wire_density.png
Scale bar: 20 um. 15 x 15 tiles, from dark blue (low) to red (high), scaled to the fullest tile. Values are wire area over tile area, all layers added.
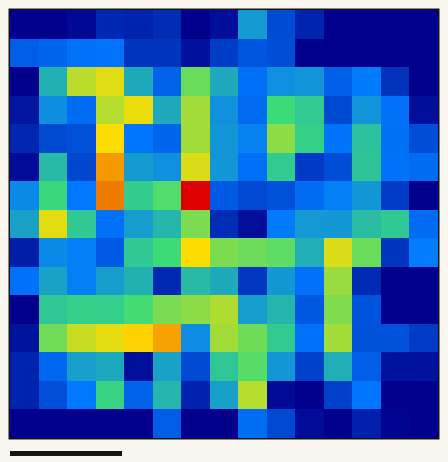
final_congestion.png
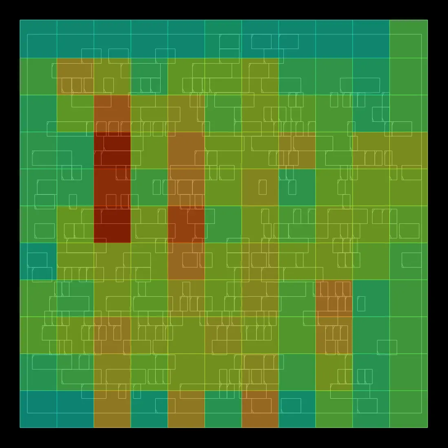
==> config.mk <==
export PLATFORM = sky130hd
export DESIGN_NAME = spi_receiver
export DESIGN_NICKNAME = d
export VERILOG_FILES = /design/src/rtl/spi_pkg.sv /design/src/rtl/spi_edge_sync.sv /design/src/rtl/spi_receiver.sv
export SDC_FILE = /design/constraint.sdc
export NUM_CORES = 1
export LEC_CHECK = 0
export ABC_AREA = 1
export CAP_MARGIN = 10
export CELL_PAD_IN_SITES_DETAIL_PLACEMENT = 0
export CELL_PAD_IN_SITES_GLOBAL_PLACEMENT = 2
export CORE_MARGIN = 1
export CORE_UTILIZATION = 28
export DETAILED_ROUTE_END_ITERATION = 16
export PLACE_DENSITY_LB_ADDON = 0.1
export RECOVER_POWER = 25
export SYNTH_ARGS = -nofsm -noshare
export SYNTH_HDL_FRONTEND = slang
export SYNTH_SLANG_ARGS = --single-unit
==> constraint.sdc <==
create_clock -name CLK -period 1.9 [get_ports CLK]
set_input_delay 0.285 -clock CLK [delete_from_list [all_inputs] [get_ports CLK]]
set_output_delay 0.285 -clock CLK [all_outputs]
set_load 0.03 [all_outputs]
==> flow_summary.json <==
{
  "outcome": "completed",
  "cp_slowest_cell": "clkdlybuf4s50_1",
  "synth.avg_cell_area_um2": 6.93,
  "critPathKind": "reg2out",
  "p_clk_uw": 555,
  "synth.top_cell.area_share_pct": 41.7,
  "tool_warnings": 27,
  "dpl.hpwl_um": 2700,
  "ant_nets": 0,
  "power.leakage_uw": 0.000936,
  "reg2reg_slack_ns": 0.27,
  "fin_tns_setup_ns": 0,
  "fin_crit_ns": 1.64,
  "die_area_mm2": 0.00579,
  "grt-ovfl-total": 0,
  "area_leaders": "dfxtp_1 (42%), nand2_1 (14%), nand3_1 (7.5%)",
  "fp_util_pct": 29.5,
  "ios": 27,
  "h-tree-depth": 2,
  "fin_skew_ns": 0.00368,
  "final_area_mm2": 0.00208,
  "area_share_clock_buf_inv_pct": 4.52,
  "top_layer": "met4",
  "core_mm2": 0.00520,
  "clock-sinks": 32,
  "p_sw_uw": 403,
  "firstDrtPassIters": 4,
  "clock_path_buffers": 2,
  "cts_tree": "done",
  "dominant-cell-class": "multi-input combinational cells",
  "flops": 32,
  "worst-path-stages": 1,
  "cap_violations": 0,
  "hold_viol": 0,
  "ir_worst_vdd_mv": 0.365,
  "swShare_pct": 26.8,
  "cts_root_buffer": "clkbuf_8",
  "n_all_buffers": 42,
  "fp_nets": 240,
  "tightest_slew_ns": 0.584,
  "dr_wl_met3_um": 137,
  "finalNonFillerCells": 336,
  "period_used_pct": 86.5,
  "top_cell": "nand2_1",
  "n_antenna_cell": 0,
  "synth.comb.largest_family": "simple AND/OR/NAND/NOR gates",
  "seq_area_um2": 641,
  "grt_pass1_vias": 1446,
  "fin_util_pct": 39.9,
  "finalSetupViolCount": 0,
  "pwr-share-clk_pct": 37.0,
  "power.total_uw": 1500,
  "power_leader": "sequential cells",
  "seq_share_pct": 30.8,
  "grt_max_degree": 16,
  "yosysSeqAreaShare_pct": 41.7,
  "ys_sh_aoi_pct": 9.68,
  "dpl.cell_count": 328,
  "ys_ff": 32,
  "synth-main-ff-cell": "dfxtp_1",
  "final_common_cell": "nand2_1",
  "numCtsBuffers": 5,
  "common_cells": "nand2_1 (59), dfxtp_1 (32), nor2_1 (27)",
  "path_clk_slew_ns": 0.07,
  "power_frac_seq_pct": 47.7,
  "num_rows": 26,
  "remaining_drc_errors": 0,
  "post_cts_resized": 0
}
-- wire_density.png (at the start) --
tiles over half the peak: 17%
fullest tile: 0.36
nearly empty tiles: 15%
mean over tiles: 0.10
wire length per cell: 11.1 um
final wirelength: 3720 um
aggregate global-route resource usage: 14.3%
Vias: 1458

-- final_congestion.png (at the start) --
GR Util met1: 18.1%
most used routing layer: met2

No activity file was given, so power comes from the tool's default toggle rates.
